[src/rtl/quant_pkg.sv]
// quant_pkg: shared constants and types for the streaming JPEG quantizer.
//   BLK_LEN           : coefficients per 8x8 block
//   LUMA_Q / CHROMA_Q : standard JPEG quantization tables, raster order
//   recip()           : R = ceil(2^s / q)
//   recip_table()     : 64-entry reciprocal table for a given input width
//   side_t            : per-stage sideband (valid, sign, sof, eob)
// The QUANT_ROUND_EN build uses the same tables; only the numerator changes.
package quant_pkg;

    localparam int unsigned BLK_LEN = 64;

    localparam logic [6:0] LUMA_Q [BLK_LEN] = '{
        7'd16, 7'd11, 7'd10, 7'd16, 7'd24,  7'd40,  7'd51,  7'd61,
        7'd12, 7'd12, 7'd14, 7'd19, 7'd26,  7'd58,  7'd60,  7'd55,
        7'd14, 7'd13, 7'd16, 7'd24, 7'd40,  7'd57,  7'd69,  7'd56,
        7'd14, 7'd17, 7'd22, 7'd29, 7'd51,  7'd87,  7'd80,  7'd62,
        7'd18, 7'd22, 7'd37, 7'd56, 7'd68,  7'd109, 7'd103, 7'd77,
        7'd24, 7'd35, 7'd55, 7'd64, 7'd81,  7'd104, 7'd113, 7'd92,
        7'd49, 7'd64, 7'd78, 7'd87, 7'd103, 7'd121, 7'd120, 7'd101,
        7'd72, 7'd92, 7'd95, 7'd98, 7'd112, 7'd100, 7'd103, 7'd99
    };

    localparam logic [6:0] CHROMA_Q [BLK_LEN] = '{
        7'd17, 7'd18, 7'd24, 7'd47, 7'd99, 7'd99, 7'd99, 7'd99,
        7'd18, 7'd21, 7'd26, 7'd66, 7'd99, 7'd99, 7'd99, 7'd99,
        7'd24, 7'd26, 7'd56, 7'd99, 7'd99, 7'd99, 7'd99, 7'd99,
        7'd47, 7'd66, 7'd99, 7'd99, 7'd99, 7'd99, 7'd99, 7'd99,
        7'd99, 7'd99, 7'd99, 7'd99, 7'd99, 7'd99, 7'd99, 7'd99,
        7'd99, 7'd99, 7'd99, 7'd99, 7'd99, 7'd99, 7'd99, 7'd99,
        7'd99, 7'd99, 7'd99, 7'd99, 7'd99, 7'd99, 7'd99, 7'd99,
        7'd99, 7'd99, 7'd99, 7'd99, 7'd99, 7'd99, 7'd99, 7'd99
    };

    typedef logic [BLK_LEN-1:0][31:0] recip_tab_t;

    typedef struct packed {
        logic valid;
        logic sign;
        logic sof;
        logic eob;
    } side_t;

    // Only evaluated at elaboration; no divider reaches the netlist.
    function automatic logic [31:0] recip(input int unsigned s, input logic [6:0] q);
        logic [63:0] num;
        num = (64'd1 << s) + 64'(q) - 64'd1;
        return 32'(num / 64'(q));
    endfunction

    function automatic recip_tab_t recip_table(input int unsigned in_w, input logic chroma);
        recip_tab_t t;
        for (int i = 0; i < BLK_LEN; i++) begin
            t[i] = recip(in_w + 8, chroma ? CHROMA_Q[i] : LUMA_Q[i]);
        end
        return t;
    endfunction

endpackage

[src/rtl/quant_stream_if.sv]
// quant_stream_if: coefficient stream in, quantized stream out, sync error flag.
//   master : the side feeding coefficients and accepting results
//   slave  : the quantizer
interface quant_stream_if #(
    parameter int unsigned IN_W  = 12,
    parameter int unsigned OUT_W = 12
);
    logic                    in_valid;
    logic                    in_ready;
    logic signed [IN_W-1:0]  in_coeff;
    logic                    in_sof;
    logic                    in_chroma;
    logic                    out_valid;
    logic                    out_ready;
    logic signed [OUT_W-1:0] out_coeff;
    logic                    out_sof;
    logic                    out_eob;
    logic                    err_sync;

    modport master (
        output in_valid, in_coeff, in_sof, in_chroma, out_ready,
        input  in_ready, out_valid, out_coeff, out_sof, out_eob, err_sync
    );

    modport slave (
        input  in_valid, in_coeff, in_sof, in_chroma, out_ready,
        output in_ready, out_valid, out_coeff, out_sof, out_eob, err_sync
    );
endinterface

[src/rtl/quant_recip_lut.sv]
// quant_recip_lut: combinational (idx, chroma) -> (Q, R) lookup.
//   idx    : raster index 0..63
//   chroma : 0 luma table, 1 chroma table
//   q      : quantizer step
//   r      : ceil(2^(IN_W+8) / q); every Q >= 10, so R fits in IN_W+6 bits
module quant_recip_lut
    import quant_pkg::*;
#(
    parameter int unsigned IN_W = 12
) (
    input  logic [5:0]      idx,
    input  logic            chroma,
    output logic [6:0]      q,
    output logic [IN_W+5:0] r
);
    localparam recip_tab_t LUMA_R   = recip_table(IN_W, 1'b0);
    localparam recip_tab_t CHROMA_R = recip_table(IN_W, 1'b1);

    always_comb begin
        q = chroma ? CHROMA_Q[idx] : LUMA_Q[idx];
        r = chroma ? CHROMA_R[idx][IN_W+5:0] : LUMA_R[idx][IN_W+5:0];
    end
endmodule

[src/rtl/quant_stream.sv]
// quant_stream: 3-stage streaming JPEG quantizer with valid/ready flow control.
//   clk, rst_n : clock, synchronous active-low reset
//   bus        : quant_stream_if.slave (coefficient in, quantized out, err_sync)
// Result is sign(x) * floor(|x| / Q), saturated to OUT_W bits. Division is done
// as a multiply by R = ceil(2^S / Q) followed by a right shift by S = IN_W+8.
// Define QUANT_ROUND_EN to round half away from zero instead of truncating.
module quant_stream
    import quant_pkg::*;
#(
    parameter int unsigned IN_W  = 12,
    parameter int unsigned OUT_W = 12
) (
    input logic          clk,
    input logic          rst_n,
    quant_stream_if.slave bus
);
    localparam int unsigned S  = IN_W + 8;
    localparam int unsigned RW = IN_W + 6;
    localparam int unsigned MW = IN_W + 1;   // |x| = 2^(IN_W-1) needs one extra bit
    localparam int unsigned PW = MW + RW;
    localparam logic [63:0]      POS_MAX = (64'd1 << (OUT_W - 1)) - 64'd1;
    localparam logic [OUT_W-1:0] POS_SAT = POS_MAX[OUT_W-1:0];
    localparam logic [OUT_W-1:0] NEG_SAT = {1'b1, {(OUT_W - 1){1'b0}}};

    logic en, accept;
    logic [5:0] idx_q, cur_idx;
    logic tbl_q, cur_tbl, err_q;
    logic [6:0] lut_q;
    logic [RW-1:0] lut_r;
    logic sign_in;
    logic [MW-1:0] x_ext, mag, mag_n;

    side_t s0_q, s1_q;
    logic [MW-1:0] mag0_q;
    logic [RW-1:0] r0_q;
    logic [PW-1:0] prod1_q;
    logic [PW-S-1:0] quot;
    logic [63:0] qx;
    logic [OUT_W-1:0] qlo, sat;

    logic out_valid_q, out_sof_q, out_eob_q;
    logic [OUT_W-1:0] out_coeff_q;

    assign en     = !out_valid_q || bus.out_ready;
    assign accept = bus.in_valid && en;

    // A beat flagged sof is index 0 regardless of where the counter is.
    always_comb begin
        cur_idx = bus.in_sof ? 6'd0 : idx_q;
        cur_tbl = (cur_idx == 6'd0) ? bus.in_chroma : tbl_q;
    end

    quant_recip_lut #(.IN_W(IN_W)) u_lut (
        .idx    (cur_idx),
        .chroma (cur_tbl),
        .q      (lut_q),
        .r      (lut_r)
    );

    always_comb begin
        sign_in = bus.in_coeff[IN_W-1];
        x_ext   = {sign_in, bus.in_coeff};
        mag     = sign_in ? (~x_ext + MW'(1)) : x_ext;
`ifdef QUANT_ROUND_EN
        mag_n   = mag + MW'(lut_q[6:1]);
`else
        mag_n   = mag;
`endif
    end

`ifndef QUANT_ROUND_EN
    logic unused_q;
    assign unused_q = ^lut_q;
`endif

    logic unused_prod;
    assign unused_prod = ^prod1_q[S-1:0];

    always_comb begin
        quot = prod1_q[PW-1:S];
        qx   = 64'(quot);
        qlo  = qx[OUT_W-1:0];
        if (!s1_q.sign) begin
            sat = (qx > POS_MAX) ? POS_SAT : qlo;
        end else begin
            sat = (qx > POS_MAX + 64'd1) ? NEG_SAT : (~qlo + OUT_W'(1));
        end
    end

    always_ff @(posedge clk) begin
        if (!rst_n) begin
            idx_q       <= '0;
            tbl_q       <= 1'b0;
            err_q       <= 1'b0;
            s0_q        <= '0;
            s1_q        <= '0;
            mag0_q      <= '0;
            r0_q        <= '0;
            prod1_q     <= '0;
            out_valid_q <= 1'b0;
            out_sof_q   <= 1'b0;
            out_eob_q   <= 1'b0;
            out_coeff_q <= '0;
        end else begin
            // Counter follows acceptance, so output backpressure cannot skew it.
            err_q <= accept && bus.in_sof && (idx_q != 6'd0);
            if (accept) begin
                idx_q <= (cur_idx == 6'd63) ? 6'd0 : cur_idx + 6'd1;
                if (cur_idx == 6'd0) begin
                    tbl_q <= bus.in_chroma;
                end
            end
            if (en) begin
                s0_q.valid  <= bus.in_valid;
                s0_q.sign   <= sign_in;
                s0_q.sof    <= (cur_idx == 6'd0);
                s0_q.eob    <= (cur_idx == 6'd63);
                mag0_q      <= mag_n;
                r0_q        <= lut_r;
                s1_q        <= s0_q;
                prod1_q     <= PW'(mag0_q) * PW'(r0_q);
                out_valid_q <= s1_q.valid;
                out_sof_q   <= s1_q.valid && s1_q.sof;
                out_eob_q   <= s1_q.valid && s1_q.eob;
                out_coeff_q <= s1_q.valid ? sat : '0;
            end
        end
    end

    assign bus.in_ready  = en;
    assign bus.out_valid = out_valid_q;
    assign bus.out_sof   = out_sof_q;
    assign bus.out_eob   = out_eob_q;
    assign bus.out_coeff = out_coeff_q;
    assign bus.err_sync  = err_q;
endmodule
[src/flat_wrapper.sv]
// flat-port wrapper written by rule: the top's interface ports become plain ports
module quant_stream_flat import quant_pkg::*;
#(
    parameter int unsigned IN_W  = 12,
    parameter int unsigned OUT_W = 12
)
  (clk, rst_n, bus_in_valid, bus_in_coeff, bus_in_sof, bus_in_chroma, bus_out_ready, bus_in_ready, bus_out_valid, bus_out_coeff, bus_out_sof, bus_out_eob, bus_err_sync);
  quant_stream_if #(.IN_W(IN_W), .OUT_W(OUT_W)) bus_i ();
  input logic clk;
  input logic rst_n;
  input wire logic [$bits(bus_i.in_valid)-1:0] bus_in_valid;
  input wire logic [$bits(bus_i.in_coeff)-1:0] bus_in_coeff;
  input wire logic [$bits(bus_i.in_sof)-1:0] bus_in_sof;
  input wire logic [$bits(bus_i.in_chroma)-1:0] bus_in_chroma;
  input wire logic [$bits(bus_i.out_ready)-1:0] bus_out_ready;
  output wire logic [$bits(bus_i.in_ready)-1:0] bus_in_ready;
  output wire logic [$bits(bus_i.out_valid)-1:0] bus_out_valid;
  output wire logic [$bits(bus_i.out_coeff)-1:0] bus_out_coeff;
  output wire logic [$bits(bus_i.out_sof)-1:0] bus_out_sof;
  output wire logic [$bits(bus_i.out_eob)-1:0] bus_out_eob;
  output wire logic [$bits(bus_i.err_sync)-1:0] bus_err_sync;
  assign bus_i.in_valid = bus_in_valid;
  assign bus_i.in_coeff = bus_in_coeff;
  assign bus_i.in_sof = bus_in_sof;
  assign bus_i.in_chroma = bus_in_chroma;
  assign bus_i.out_ready = bus_out_ready;
  assign bus_in_ready = bus_i.in_ready;
  assign bus_out_valid = bus_i.out_valid;
  assign bus_out_coeff = bus_i.out_coeff;
  assign bus_out_sof = bus_i.out_sof;
  assign bus_out_eob = bus_i.out_eob;
  assign bus_err_sync = bus_i.err_sync;
  quant_stream #(.IN_W(IN_W), .OUT_W(OUT_W)) u_core (.clk(clk), .rst_n(rst_n), .bus(bus_i));
endmodule
[config.mk]
export PLATFORM = sky130hd
export DESIGN_NAME = quant_stream_flat
export DESIGN_NICKNAME = d
export VERILOG_FILES = /design/src/rtl/quant_pkg.sv /design/src/rtl/quant_stream_if.sv /design/src/rtl/quant_recip_lut.sv /design/src/rtl/quant_stream.sv /design/src/flat_wrapper.sv
export SDC_FILE = /design/constraint.sdc
export NUM_CORES = 1
export LEC_CHECK = 0
export CAP_MARGIN = 20
export CORE_AREA = 5 5 162 164
export CTS_BUF_LIST = sky130_fd_sc_hd__clkbuf_8
export DETAILED_ROUTE_END_ITERATION = 8
export DIE_AREA = 0 0 167 169
export PLACE_DENSITY = 0.81
export SYNTH_ARGS = -nofsm -noshare
export SYNTH_HDL_FRONTEND = slang
export SYNTH_HIERARCHICAL = 1
export SYNTH_SLANG_ARGS = --single-unit
[constraint.sdc]
create_clock -name clk -period 7.15 [get_ports clk]
set_input_delay 1.0725 -clock clk [delete_from_list [all_inputs] [get_ports clk]]
set_output_delay 1.0725 -clock clk [all_outputs]
set_load 0.03 [all_outputs]
Fig. 1: run 1, the clock network
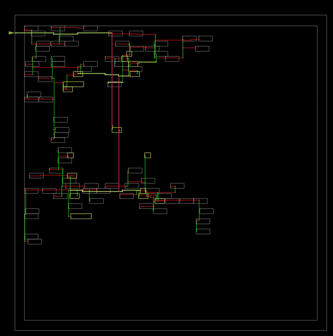
CLK BUF: 9
TritonCTS Buffers: 9

Fig. 2: run 1, met1 routing
Supply wires on this layer in grey.
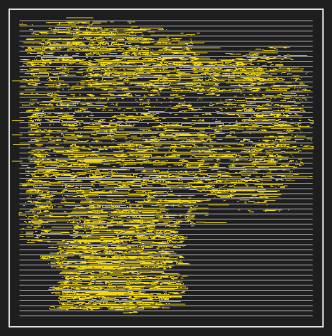
nets with wire on the layer: 1,682
wire length on this layer: 14,500 um
main direction: horizontal
longest straight run: 50.1 um

==> Changelog: implementation, run 1 <==
### Physical design

- Clock power share: about a quarter
- RSZ-0062 raised after global routing: no
- YS warnings: 6
- Power Total: roughly 1.4 mW
- Fp util: 51.8%
- Dpl ws: approximately 1.4 ns
- Most Crowded Layer GR: met2
- WHS: 0.462 ns
- Critical Path AT: a little over 6 ns
- Post-detail-place hpwl: 26.3 mm
- Outcome: complete, no violations
- Non-filler cells in the finished layout: between 1,500 and 2,000
- Initial DRT Pass Iterations: 7
- Pleak: ~6.1 nW
- Seq pwr share: 35.4%
- Met3 Resource Use GR: under 10%
- I/O Buffers: 34
- Setup Buffers After CTS: 0
- Taps Inserted: ~330
- Worst R2R End: u_core/prod1_q[27]
- HP Start: u_core/bus.out_sof
- Clock Sink Count: 73
- H-Tree Depth: 3
Fig. 3: run 1, a small window of the routed layout
Scale bar: 10 um. Region (68, 70) to (98, 100) um. Cells in grey, sequential cells in the stronger grey; small squares are vias.
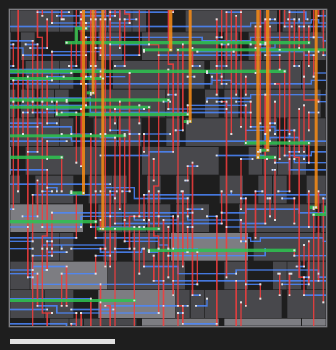
[red] metal 2
[orange] metal 4
[blue] metal 1
[green] metal 3
sequential cells in the window: 4
cells with their middle in the window: 83
most frequent: nand2_1 (21), inv_1 (18), fa_1 (18)
netlist names of flops here include: `u_core/mag0_q` (3), `u_core/r0_q` (1)

==> run 1 -> run 2 <==
clock period = 5.95 ns   (was 7.15 ns; I/O delays follow)
==> run 2 against run 1 <==
Worst hold slack hardly changed. Synthesized cell count stayed put. Utilization is 0.67 points higher. Critical path depth stayed put. Design area is 1.2% higher. Final cell count is 0.89% higher. Highest routed layer is now met5. Non-clock buffer count is 17 higher. Register-to-register slack worse by 1.0 ns.
==> Changelog: implementation, run 2 <==
### Physical design

- Largest net degree at the start of global routing: 81 (unchanged)
- Critical Path AT: 5.91 ns (was 6.06 ns)
- Outcome: complete, no violations (unchanged)
- Layout cells sized above 1: 5.72% (was 3.75%)
- # fillers: 2,232 (was 2,293)
- Final setup viols: 0 (unchanged)
- Vias: 11,400 (about the same)
- MaxCap Viol Count: 0 (unchanged)
- Logic cell area: 9900 um2 (unchanged)
- Initial DRT Pass Iterations: 8 (was 7)
- RSZ-0062 raised after global routing: no (unchanged)
- Power Total: 1.78 mW (was 1.44 mW)
- Met2 WL: 16.2 mm (about the same)
- CLK BUF: 9 (unchanged)
- Setup Buffers After CTS: 0 (unchanged)
- Dpl ws: 0.228 ns (was 1.37 ns)
- Max Root-Sink Buffers: 2 (unchanged)
- Highest Signal Layer: met5 (was met4)
- Pleak: 6.21 nW (was 6.10 nW)
- Most Crowded Layer GR: met2 (unchanged)
- I/O Buffers: 34 (unchanged)
- Non-filler cells in the finished layout: 1,920 (was 1,903)
- Net Sw Frac: 40.0% (was 41.4%)
- Seq pwr share: 33.9% (was 35.4%)
- TritonCTS Buffers: 9 (unchanged)
- Antenna Nets Post-Route: 0 (unchanged)
- Worst R2R End: u_core/prod1_q[27] (unchanged)
- Relative slew slack: 41.7% (was 42.7%)
- Power Clock: 0.488 mW (was 0.374 mW)
- Critical path class: reg2reg (unchanged)
- Buffers excl. clock: 61 (was 44)
- Row count: 58 (unchanged)
- Die span in x: 167 um (unchanged)
- Fp util: 51.8% (unchanged)
- Avg Cell Area, Syn: 7.80 um2 (unchanged)
- HP Start: u_core/bus.out_sof (unchanged)
- Multi-input combinational area share: 73.6% (was 74.5%)
- Met3 Resource Use GR: 3.92% (was 3.55%)
- Taps Inserted: 330 (unchanged)
- Clock Sink Count: 73 (unchanged)
- Period minus WS final: 5.65 ns (was 5.83 ns)
- H-Tree Depth: 3 (unchanged)
- CP startpoint: u_core/r0_q[14] (was u_core/mag0_q[5])
- Post-detail-place hpwl: 26.4 mm (was 26.3 mm)
- YS warnings: 6 (unchanged)
- WHS: 0.461 ns (was 0.462 ns)
- Clock power share: 27.4% (was 25.9%)
Fig. 4: run 2, met1 routing
Supply wires on this layer in grey.
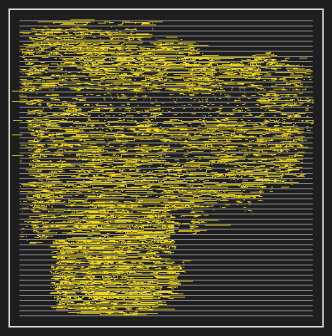
wire length on this layer: 14,500 um
longest straight run: 38.2 um

Fig. 5: run 2, a small window of the routed layout
Scale bar: 10 um. Region (68, 70) to (98, 100) um. Cells in grey, sequential cells in the stronger grey; small squares are vias.
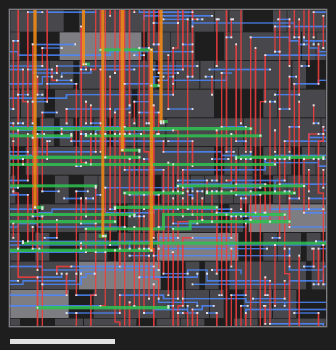
[green] metal 3
[red] metal 2
[orange] metal 4
[blue] metal 1
cells with their middle in the window: 84
netlist names of flops here include: `u_core/mag0_q` (3), `u_core/r0_q` (2)
sequential cells in the window: 5
most frequent: nand2_1 (24), fa_1 (19), inv_1 (17)

No activity file was given, so power comes from the tool's default toggle rates.
